[src/rtl/mult_arb_pkg.sv]
// Shared types and widths for the multiplier-sharing arbiter.
//   state_t : arbiter FSM states (IDLE -> CALC -> HOLD)
//   OPW     : operand width of the shared multiplier
//   PW      : product width (OPW*2, cannot overflow)
package mult_arb_pkg;

  localparam int unsigned OPW = 3;
  localparam int unsigned PW  = 6;

  typedef enum logic [1:0] {
    IDLE,
    CALC,
    HOLD
  } state_t;

endpackage

[src/rtl/mult_arb_rr_pick.sv]
// Combinational round-robin picker: grants the first asserted request found
// searching upward from rr_ptr, wrapping at NUM_REQ.
//   req    : request vector
//   rr_ptr : highest-priority index this round (0..NUM_REQ-1)
//   gnt    : one-hot grant, zero when no request
//   gnt_id : index of the granted request
//   any    : at least one request asserted
module mult_arb_rr_pick #(
  parameter  int unsigned NUM_REQ = 4,
  localparam int unsigned IDW     = $clog2(NUM_REQ)
) (
  input  logic [NUM_REQ-1:0] req,
  input  logic [IDW-1:0]     rr_ptr,
  output logic [NUM_REQ-1:0] gnt,
  output logic [IDW-1:0]     gnt_id,
  output logic               any
);

  int unsigned    idx;
  logic [IDW-1:0] idx_w;

  always_comb begin
    gnt    = '0;
    gnt_id = '0;
    any    = 1'b0;
    idx    = 0;
    idx_w  = '0;
    for (int unsigned off = 0; off < NUM_REQ; off++) begin
      idx   = (32'(rr_ptr) + off) % NUM_REQ;
      idx_w = IDW'(idx);
      if (!any && req[idx_w]) begin
        any        = 1'b1;
        gnt[idx_w] = 1'b1;
        gnt_id     = idx_w;
      end
    end
  end

endmodule

[src/rtl/multiplier.sv]
// Combinational unsigned multiplier shared by all requesters.
//   a, b : OPW-bit unsigned operands
//   p    : PW-bit unsigned product
module multiplier
  import mult_arb_pkg::*;
(
  input  logic [OPW-1:0] a,
  input  logic [OPW-1:0] b,
  output logic [PW-1:0]  p
);

  assign p = PW'(a) * PW'(b);

endmodule

[src/rtl/mult_share_arbiter.sv]
// Round-robin arbiter sharing one 3x3 multiplier between NUM_REQ requesters.
// Operands and result are registered; one tagged response channel.
//   clk, rst  : clock, synchronous active-high reset
//   req_valid : per-requester valid          req_ready : one-hot (or zero) accept
//   req_a/b   : packed operands, requester i at bits [3i+2:3i]
//   rsp_valid : response valid               rsp_ready : response consumer ready
//   rsp_id    : owning requester index       rsp_p     : product
// Build option: MULT_ARB_FAST_EN lets HOLD re-arbitrate while the response
// is accepted, going straight to CALC (one product per 2 cycles).
module mult_share_arbiter
  import mult_arb_pkg::*;
#(
  parameter  int unsigned NUM_REQ = 4,
  localparam int unsigned IDW     = $clog2(NUM_REQ)
) (
  input  logic                   clk,
  input  logic                   rst,
  input  logic [NUM_REQ-1:0]     req_valid,
  output logic [NUM_REQ-1:0]     req_ready,
  input  logic [OPW*NUM_REQ-1:0] req_a,
  input  logic [OPW*NUM_REQ-1:0] req_b,
  output logic                   rsp_valid,
  input  logic                   rsp_ready,
  output logic [IDW-1:0]         rsp_id,
  output logic [PW-1:0]          rsp_p
);

  state_t             state_q, state_d;
  logic [IDW-1:0]     rr_ptr_q, gnt_id_q, rsp_id_q;
  logic [IDW-1:0]     next_ptr, pick_ptr, pick_id;
  logic [OPW-1:0]     op_a_q, op_b_q, sel_a, sel_b;
  logic [PW-1:0]      rsp_p_q, mult_p;
  logic               rsp_valid_q, arb_en, pick_any, hs;
  logic [NUM_REQ-1:0] pick_gnt;

  // Pointer just past the current owner, wrapping for non-power-of-two NUM_REQ.
  assign next_ptr = (gnt_id_q == IDW'(NUM_REQ - 1)) ? '0 : gnt_id_q + 1'b1;

  mult_arb_rr_pick #(
    .NUM_REQ(NUM_REQ)
  ) u_pick (
    .req   (req_valid),
    .rr_ptr(pick_ptr),
    .gnt   (pick_gnt),
    .gnt_id(pick_id),
    .any   (pick_any)
  );

  multiplier u_mult (
    .a(op_a_q),
    .b(op_b_q),
    .p(mult_p)
  );

  always_comb begin
    pick_ptr = rr_ptr_q;
    arb_en   = 1'b0;
    unique case (state_q)
      IDLE: arb_en = 1'b1;
      HOLD: begin
`ifdef MULT_ARB_FAST_EN
        // rr_ptr is updated at this same edge, so arbitrate with its next value.
        pick_ptr = next_ptr;
        arb_en   = rsp_ready;
`endif
      end
      default: ;
    endcase
  end

  assign req_ready = (arb_en && !rst) ? pick_gnt : '0;
  assign hs        = arb_en & pick_any & ~rst;

  // Operand mux driven by the one-hot grant.
  always_comb begin
    sel_a = '0;
    sel_b = '0;
    for (int unsigned i = 0; i < NUM_REQ; i++) begin
      if (pick_gnt[i]) begin
        sel_a = req_a[i*OPW +: OPW];
        sel_b = req_b[i*OPW +: OPW];
      end
    end
  end

  always_comb begin
    state_d = state_q;
    unique case (state_q)
      IDLE: if (hs) state_d = CALC;
      CALC: state_d = HOLD;
      HOLD: if (rsp_ready) state_d = hs ? CALC : IDLE;
      default: state_d = IDLE;
    endcase
  end

  always_ff @(posedge clk) begin
    if (rst) begin
      state_q     <= IDLE;
      rr_ptr_q    <= '0;
      gnt_id_q    <= '0;
      op_a_q      <= '0;
      op_b_q      <= '0;
      rsp_valid_q <= 1'b0;
      rsp_id_q    <= '0;
      rsp_p_q     <= '0;
    end else begin
      state_q <= state_d;
      if (hs) begin
        op_a_q   <= sel_a;
        op_b_q   <= sel_b;
        gnt_id_q <= pick_id;
      end
      if (state_q == CALC) begin
        rsp_p_q     <= mult_p;
        rsp_id_q    <= gnt_id_q;
        rsp_valid_q <= 1'b1;
      end else if (state_q == HOLD && rsp_ready) begin
        rsp_valid_q <= 1'b0;
        rr_ptr_q    <= next_ptr;
      end
    end
  end

  assign rsp_valid = rsp_valid_q;
  assign rsp_id    = rsp_id_q;
  assign rsp_p     = rsp_p_q;

endmodule

[config.mk]
export PLATFORM = sky130hd
export DESIGN_NAME = mult_share_arbiter
export DESIGN_NICKNAME = d
export VERILOG_FILES = /design/src/rtl/mult_arb_pkg.sv /design/src/rtl/mult_arb_rr_pick.sv /design/src/rtl/multiplier.sv /design/src/rtl/mult_share_arbiter.sv
export SDC_FILE = /design/constraint.sdc
export NUM_CORES = 1
export LEC_CHECK = 0
export ABC_AREA = 1
export CAP_MARGIN = 20
export CORE_MARGIN = 2
export CORE_UTILIZATION = 50
export DETAILED_ROUTE_END_ITERATION = 16
export GPL_ROUTABILITY_DRIVEN = 0
export PLACE_DENSITY = 0.79
export SLEW_MARGIN = 15
export SYNTH_ARGS = -nofsm -noshare
export SYNTH_HDL_FRONTEND = slang
export SYNTH_SLANG_ARGS = --single-unit
[constraint.sdc]
create_clock -name clk -period 5.7 [get_ports clk]
set_clock_uncertainty 0.1 [all_clocks]
set_input_delay 1.14 -clock clk [delete_from_list [all_inputs] [get_ports clk]]
set_output_delay 1.14 -clock clk [all_outputs]
set_load 0.01 [all_outputs]
==> changes_impl.md, run 1 <==
## Flow update

- Initial antenna violation count: 0
- Setup Viol. Count Final: 0
- Slowest cell on crit path: clkdlybuf4s50_1
- Synth cell count leaders: nand2_1, a21oi_1, inv_1, dfxtp_1, nand3_1
- Peak supply drop: 0.1004 mV
- Worst hold stages: 2
- Global-route wire length before repair: 6099 um
- Cell count after synthesis: 234
- Ys flop type: dfxtp_1
- Worst r2r dst: op_b_q[2]
- Number of global-route vias before repair: 1489
- CTS Buf Count: 3
- CP Cell Sequence: clkdlybuf4s50_1 > inv_1 > nand2_1 > nand3_4 > nand2_4 > nor2_4 > nand3_1 > clkinv_1 > nand2_1 > nand2_2 > nand2_1 > inv_1 > clkdlybuf4s50_1
- Num ports: 44
- Layout area overhead: 29.48%
- Largest net degree at the start of global routing: 17
- Die y size: 61.39 um
- Clock tree buffer depth: 2
- CTS H-tree depth: 1
- P_leak: 0.001013 uW
- # diodes: 0
- Core area: 3103 um2
- Final Hold Viols: 0
- Slew @ Worst Pin: 0.6620 ns
- # DRC: 0
- Tool warnings: 32
- Vias per cell: 4.981
- Yosys Warn Count: 0
- Reg2Reg Launch Point: pick_ptr[1]
- Power Density: 227.8 nW/um2
- Setup slack, reg-to-reg: 3.14 ns
- GRT overflow: 0
- Post-synth EDFFs: 0
- Endpoint, Worst Hold: rsp_valid
- Root Buffer: clkbuf_4
- Crit. End Element: output pin
- P_int: 297.0 uW
- CTS tree: done
- GRT Total Usage: 20.62%
- Crit path buf inv count: 5
- Setup TNS after final layout: 0 ns
- Top-count cell post-synth: nand2_1
- Post-route minimum period: 4.471 ns
- Synthesized registers: 21
- Fmax: 223.7 MHz
- Final nets: 325
- Pwr Total: 485.7 uW
- Synthesized area: 1647 um2
- Worst Hold Launch: rsp_valid
- Post-CTS setup buffer count: 0
- Cts hold-fix bufs: 0
- Max-cap violations: 0
- Top delay family on crit path: buffers and inverters
- Comb pwr share: 45.8%
- FP Core Util: 53.06%
- Synth area leader: dfxtp_1
- Cell area leaders: dfxtp_1, nand2_1, a21oi_1
- Syn nets: 280
- Final Cycle Share: 78.43%
- Arr. time, crit path: 3.23 ns
- CP Max Fanout: 13
- FF-to-FF path depth: 13
- Vias: 1604
- Slew Limit Fails: 0
- WP data required: 4.46 ns
- Reg clk slew, reported paths: 0.11 ns
- Fillcell total: 291
- Ys cells: 234
- Chip area: 3768 um2
- Dpl hpwl: 2830 um
- Reg power frac: 40.0%
- Clock sink count: 21
- CP peak stage delay: 0.53 ns
- Number of routed nets with antenna violations: 0
- Yosys stat area: 1647 um2
- Worst-skew pair later-pin latency: 0.29 ns
- Crit path kind: in -> out
- Switching share of total power: 38.87%
- Status: complete, no violations
- Netlist cell types: 28
- Clock share of power: 14.2%
- Hold Path Class: reg -> reg
- Seq/Total Area, Yosys: 25.53%
- Cells resized by post-CTS repair: 0
-- run 1: area by class of cell --
| cell class | count | area, um2 | share of cell area (%) |
|---|---|---|---|
| clock buffer | 4 | 26.28 | 1.232 |
| inverter | 34 | 127.6 | 5.986 |
| multi-input combinational | 176 | 1072 | 50.29 |
| sequential | 21 | 420.4 | 19.72 |
| tap | 44 | 55.05 | 2.582 |
| timing repair buffer | 43 | 430.4 | 20.19 |
-- run 1: registers in the layout, summed over array words and instances, names as in the netlist --
register / cells
gnt_id_q: 2
op_a_q: 3
op_b_q: 3
pick_ptr: 2
rsp_id: 2
rsp_p: 6
rsp_valid: 1
state_q: 2
-- run 1: routing by layer --
layer / wire length, um / GRT usage [%]
met5: 0 / 0
met4: 14 / 5.167
met3: 185 / 2.731
met2: 1595 / 34.80
met1: 1724 / 27.95
-- run 1: per-stage QoR --
step           util (%)  worst slack [ns]  hold WS (ns)  instance area (um2)  std cells
2_1_floorplan         -             2.329        0.3766                 1647        234
3_3_place_gp      67.86             1.287        0.3567                 2106        318
3_5_place_dp      67.86             1.266        0.3593                 2106        318
4_1_cts           68.71             1.249        0.3756                 2132        322
5_1_grt           68.71             1.098        0.3967                 2132        322
6_report          68.71             1.229        0.3715                 2132        322
-- run 1: logic make-up after synthesis --
kind of cell    after synthesis  synth area share [%]
compound gates               60                 21.05
buf+inv                      37                 9.346
fa+ha+maj                    15                 12.31
flops                        21                 25.53
simple gates                 99                 30.70
xor+xnor                      2                 1.064
-- run 1: worst max-delay path by stage --
stage            startpoint      endpoint  slack (ns)  cells after the start
4_1_cts        req_valid[3]  req_ready[3]        1.25                     13
3_5_place_dp   req_valid[3]  req_ready[3]        1.27                     13
6_report       req_valid[3]  req_ready[3]        1.23                     13
5_1_grt         pick_ptr[0]  req_ready[2]        1.10                     12
2_1_floorplan  req_valid[3]  req_ready[3]        2.33                     12
3_3_place_gp   req_valid[3]  req_ready[3]        1.29                     13
-- run 1: worst register-to-register path: stages, from the launching register on --
cell and delay (ns):
dfxtp_1 0.54, inv_1 0.24, ha_1 0.43, inv_1 0.12
nand3_1 0.11, nand2_2 0.09, nand3_1 0.12, nor2_4 0.06
nand2_1 0.07, nand3_2 0.22, a21oi_1 0.18, nand2_1 0.07
nand2_1 0.08, a21oi_2 0.05
-- run 1: cell usage in the layout (no fill, tap or decap), drive strengths merged --
cell and n:
a21oi 45, nand3 19, dfxtp 21, o211ai 1, a41oi 1, a21boi 3, nand3b 1, nand4 4
clkinv 2, a21o 1, inv 32, nand2 60, o21ai 9, fa 2, nor2 14, ha 13
clkdlybuf4s50 43, nor3 1, clkbuf 4, xor2 2
-- run 1: power by group through the flow --
stage | registers [uW] | clock network, uW | logic, uW
2_1_floorplan | 197 | 0 | 152
3_3_place_gp | 197 | 0 | 218
3_5_place_dp | 198 | 0 | 222
4_1_cts | 194 | 69.7 | 223
5_1_grt | 199 | 77.9 | 251
6_report | 194 | 69.0 | 222
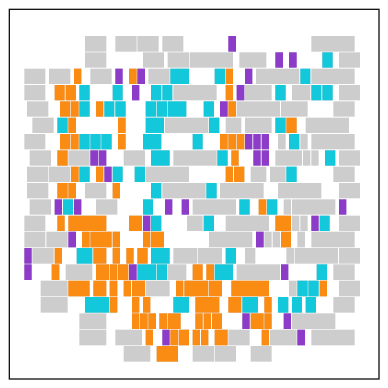
Figure 1: run 1, gate-type map.
Scale: 6 px per um.
Key: NAND gates = orange [cells 84, most used nand2_1]; inverting AOI/OAI gates = cyan [cells 59, most used a21oi_1]; inverters = purple [cells 34, most used inv_1]
Final Non-Filler Cells: 322
Top cell excl fill/tap: nand2_1
multi-input combinational area share: 50.29%

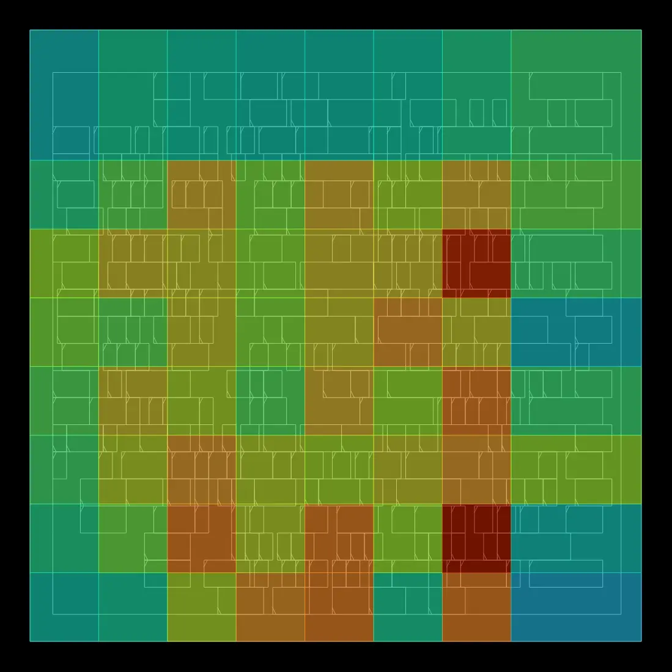
Figure 2: run 1, congestion heat map.
WL per Instance: 10.93 um
Finished Core Util: 68.71%
grt met1 use: 27.95%

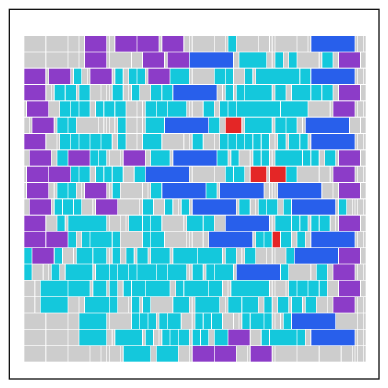
Figure 3: run 1, placement by cell class.
Scale: 6 px per um. Fill, decap, tap and diode cells in grey.
Key: flip-flops = blue [cells 21, share of their area 20%]; clock drivers and dummy loads = red [cells 4, share of their area 1.3%]; all other logic = cyan [cells 210, share of their area 58%]; other buffers and delay cells = purple [cells 43, share of their area 21%]
row count: 20
sequential cell area share: 19.72%

## Run 2: what changed since run 1
--- a/config.mk
+++ b/config.mk
@@ -8,10 +8,10 @@
 export ABC_AREA = 1
 export CAP_MARGIN = 20
 export CORE_MARGIN = 2
-export CORE_UTILIZATION = 50
+export CORE_UTILIZATION = 44
 export DETAILED_ROUTE_END_ITERATION = 16
 export GPL_ROUTABILITY_DRIVEN = 0
-export PLACE_DENSITY = 0.79
+export PLACE_DENSITY = 0.74
 export SLEW_MARGIN = 15
 export SYNTH_ARGS = -nofsm -noshare
 export SYNTH_HDL_FRONTEND = slang
==> constraint.sdc (replaced) <==
create_clock -name clk -period 3.7 [get_ports clk]
set_clock_uncertainty 0.1 [all_clocks]
set_input_delay 0.74 -clock clk [delete_from_list [all_inputs] [get_ports clk]]
set_output_delay 0.74 -clock clk [all_outputs]
set_load 0.01 [all_outputs]
==> changes_impl.md, run 2 <==
## Flow update

- Top cell excl fill/tap: nand2_1
- Root Buffer: clkbuf_8
- Dpl cell area: 2148 um2 (+2.0%)
- Num ports: 44 (unchanged)
- GRT Total Usage: 18.92% (-1.7 points)
- Reg clk slew, reported paths: 0.07 ns (-0.04 ns)
- Synth cell count leaders: nand2_1, a21oi_1, inv_1, dfxtp_1, nand3_1
- Ys cells: 234 (unchanged)
- Crit path kind: in -> out
- FFs w/ async S/R, synth: 0%
- Crit path launch: req_valid[3]
- Vias per cell: 4.825 (-3.1%)
- CTS H-tree depth: 1 (unchanged)
- Initial antenna violation count: 0 (unchanged)
- Iter 0 DRT Violations: 94
- Slew Limit Fails: 0 (unchanged)
- Crit. End Element: output pin
- WL per Instance: 11.29 um (+3.3%)
- Status: complete, no violations
- P_int: 500.2 uW (+68%)
- Vias: 1597 (-0.44%)
- Dpl hpwl: 2972 um (+5.0%)
- Cts hold-fix bufs: 0 (unchanged)
- Setup TNS after final layout: 0 ns (unchanged)
- Seq/Total Area, Yosys: 25.53% (unchanged)
- Most numerous logic cells after layout: nand2_1, clkdlybuf4s50_1, a21oi_1, inv_1, dfxtp_1
- CTS Buf Count: 3 (unchanged)
- CP Max Fanout: 7 (-6)
- Setup slack, reg-to-reg: 1.40 ns (-1.74 ns)
- Clock share of power: 18.2% (+4.0 points)
- Slew @ Worst Pin: 0.5421 ns (-0.1199 ns)
- CTS tree: done
- Number of routed nets with antenna violations: 0 (unchanged)
- Placed Instances: 327 (+2.8%)
- Number of global-route vias before repair: 1540 (+3.4%)
- Power Density: 364.4 nW/um2 (+60%)
- Die y size: 65.18 um (+6.2%)
- Max-slew headroom: 63.73%
- Post-synth EDFFs: 0 (unchanged)
- Arr. time, crit path: 2.69 ns (-0.54 ns)
- Fmax: 283.4 MHz
- Top-count cell post-synth: nand2_1
- Reg2Reg Launch Point: pick_ptr[0]
- Tool warnings: 32 (unchanged)
- Synth area leader: dfxtp_1
- Reg power frac: 37.6% (-2.4 points)
- Netlist cell types: 28 (unchanged)
- # diodes: 0 (unchanged)
- Global-route wire length before repair: 6541 um (+7.2%)
- Cell count after synthesis: 234 (unchanged)
- Post-route minimum period: 3.529 ns
- Final nets: 330 (+1.5%)
- Comb pwr share: 44.2% (-1.6 points)
- Post-CTS setup buffer count: 0 (unchanged)
- Largest net degree at the start of global routing: 17 (unchanged)
- Final Cycle Share: 95.38%
- Syn nets: 280 (unchanged)
- Final Hold Viols: 0 (unchanged)
- WP data required: 2.86 ns (-1.60 ns)
- Ys flop type: dfxtp_1
- Worst Hold Launch: rsp_valid
- Synthesized registers: 21 (unchanged)
- Clock tree buffer depth: 2 (unchanged)
- # DRC: 0 (unchanged)
- Slack of the critical path: 0.1709 ns (-1.058 ns)
- Place WS: 0.1728 ns (-1.093 ns)
- Switching share of total power: 37.48% (-1.4 points)
- Clock sink count: 21 (unchanged)
- Yosys Warn Count: 0 (unchanged)
- FP Core Util: 45.32% (-7.7 points)
- Finished Cell Area: 2196 um2 (+3.0%)
- Chip area: 4248 um2 (+13%)
- Yosys stat area: 1647 um2 (unchanged)
- Cell area leaders: dfxtp_1, nand2_1, a21oi_1
- P_leak: 0.001046 uW (+3.2%)
- Worst-skew pair later-pin latency: 0.25 ns (-0.04 ns)
- Pwr Total: 800.1 uW (+65%)
- GRT overflow: 0 (unchanged)
- Max reg flops: 6 (unchanged)
- Max-cap violations: 0 (unchanged)
- Synthesized area: 1647 um2 (unchanged)
[run 2: cell count changes in the layout (fill, tap and decap cells not counted)]
| cell | change |
|---|---|
| buf_4 | +5 |
| clkbuf_4 | -3 |
| clkbuf_8 | +3 |
| dfxtp_1 | -2 |
| dfxtp_2 | +2 |
[run 2: cell type report]
class / count / area [um2]
repair buffers: 48 / 467.9
fillers: 365 / 1438
multi-input cells: 176 / 1072
well taps: 48 / 60.06
inverters: 34 / 127.6
clock buffers: 4 / 45.04
flip-flops and latches: 21 / 422.9
[run 2: kinds of logic (layout without fill, tap and decap cells)]
| group | Yosys count | after routing | share of synthesized area [%] |
|---|---|---|---|
| adder cells (fa/ha/maj) | 15 | 15 | 12.31 |
| AND-OR/OR-AND | 60 | 60 | 21.05 |
| AND/OR/NAND/NOR | 99 | 99 | 30.70 |
| XOR/XNOR | 2 | 2 | 1.064 |
| buffers and inverters | 37 | 86 | 9.346 |
| flip-flops | 21 | 21 | 25.53 |
[run 2: per-stage QoR]
step | hold slack [ns] | utilization, %
global route | 0.3988 | 60.43
detailed placement | 0.3622 | 59.13
global placement | 0.3547 | 59.13
floorplan | 0.3766 | -
finish | 0.3790 | 60.43
CTS | 0.3746 | 60.37
[run 2: what timing repair did]
item,in CTS,in global routing
gates resized,0,2
setup endpoints to repair,0,2
endpoints found under the hold margin,0,0
[run 2: critical path, stage by stage]
cell             delay [ns]
clkdlybuf4s50_1        0.50
inv_1                  0.05
nand2_1                0.09
nand3_4                0.10
nand2_4                0.13
nor2_4                 0.06
a21boi_0               0.22
nand3_2                0.18
nand2_1                0.11
inv_1                  0.04
clkdlybuf4s50_1        0.47
[run 2: power by group through the flow]
stage                     Combinational [uW]  Clock (uW)  Sequential (uW)
after CTS                                356         152              300
final                                    353         146              301
after floorplan                          234           0              303
after global placement                   346           0              303
after global routing                     402         160              306
after detailed placement                 352           0              305
[run 2: metal layers]
metal  part of all wire [%]  global-route usage (%)
met1                     48                   24.36
met2                     47                   33.29
met3                    4.7                   2.911
met4                   0.27                   4.167
met5                      0                       0
[run 2: worst paths after layout]
path / depth (start not counted) / end
worst max-delay path: 11 / req_ready[0]
worst max register to register: 14 / op_a_q[1]
worst min-delay path: 2 / rsp_valid
worst min register to register: 2 / rsp_valid
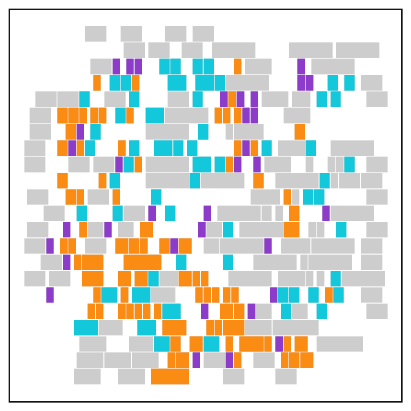
Figure 4: run 2, gate-type map.
Scale: 6 px per um.
Key: inverters = purple [cells 34, most used inv_1]; NAND gates = orange [cells 84, most used nand2_1]; inverting AOI/OAI gates = cyan [cells 59, most used a21oi_1]
multi-input combinational area share: 48.83%
Final Non-Filler Cells: 331

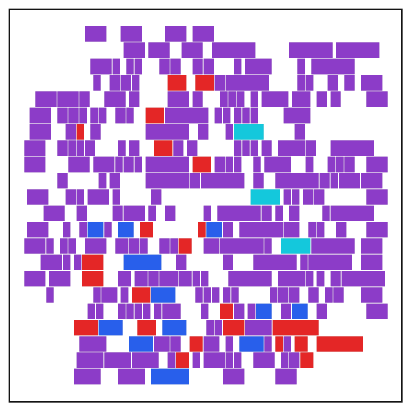
Figure 5: run 2, cell sizes after repair.
Scale: 6 px per um.
Key: drive 6 and up = cyan [cells 3, share 1.1%]; drive 2 = red [cells 23, share 8.1%]; drive 3 to 4 = blue [cells 12, share 4.2%]; drive 1 or less = purple [cells 245, share 87%]
Layout area overhead: 33.36%
Non-CTS buffers: 48

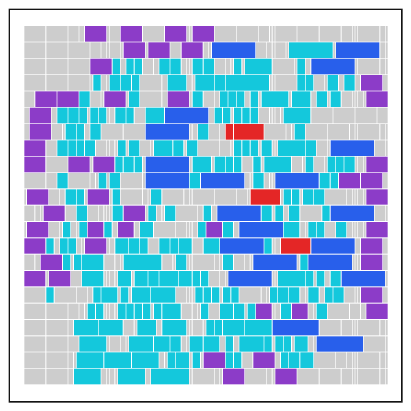
Figure 6: run 2, placement by cell class.
Scale: 6 px per um. Fill, decap, tap and diode cells in grey.
Key: all other logic = cyan [cells 210, share of their area 56%]; other buffers and delay cells = purple [cells 48, share of their area 22%]; clock drivers and dummy loads = red [cells 4, share of their area 2.1%]; flip-flops = blue [cells 21, share of their area 20%]
core area: 3633 um2
Finished Core Util: 60.43%

Power is estimated from default activity; no workload was simulated.
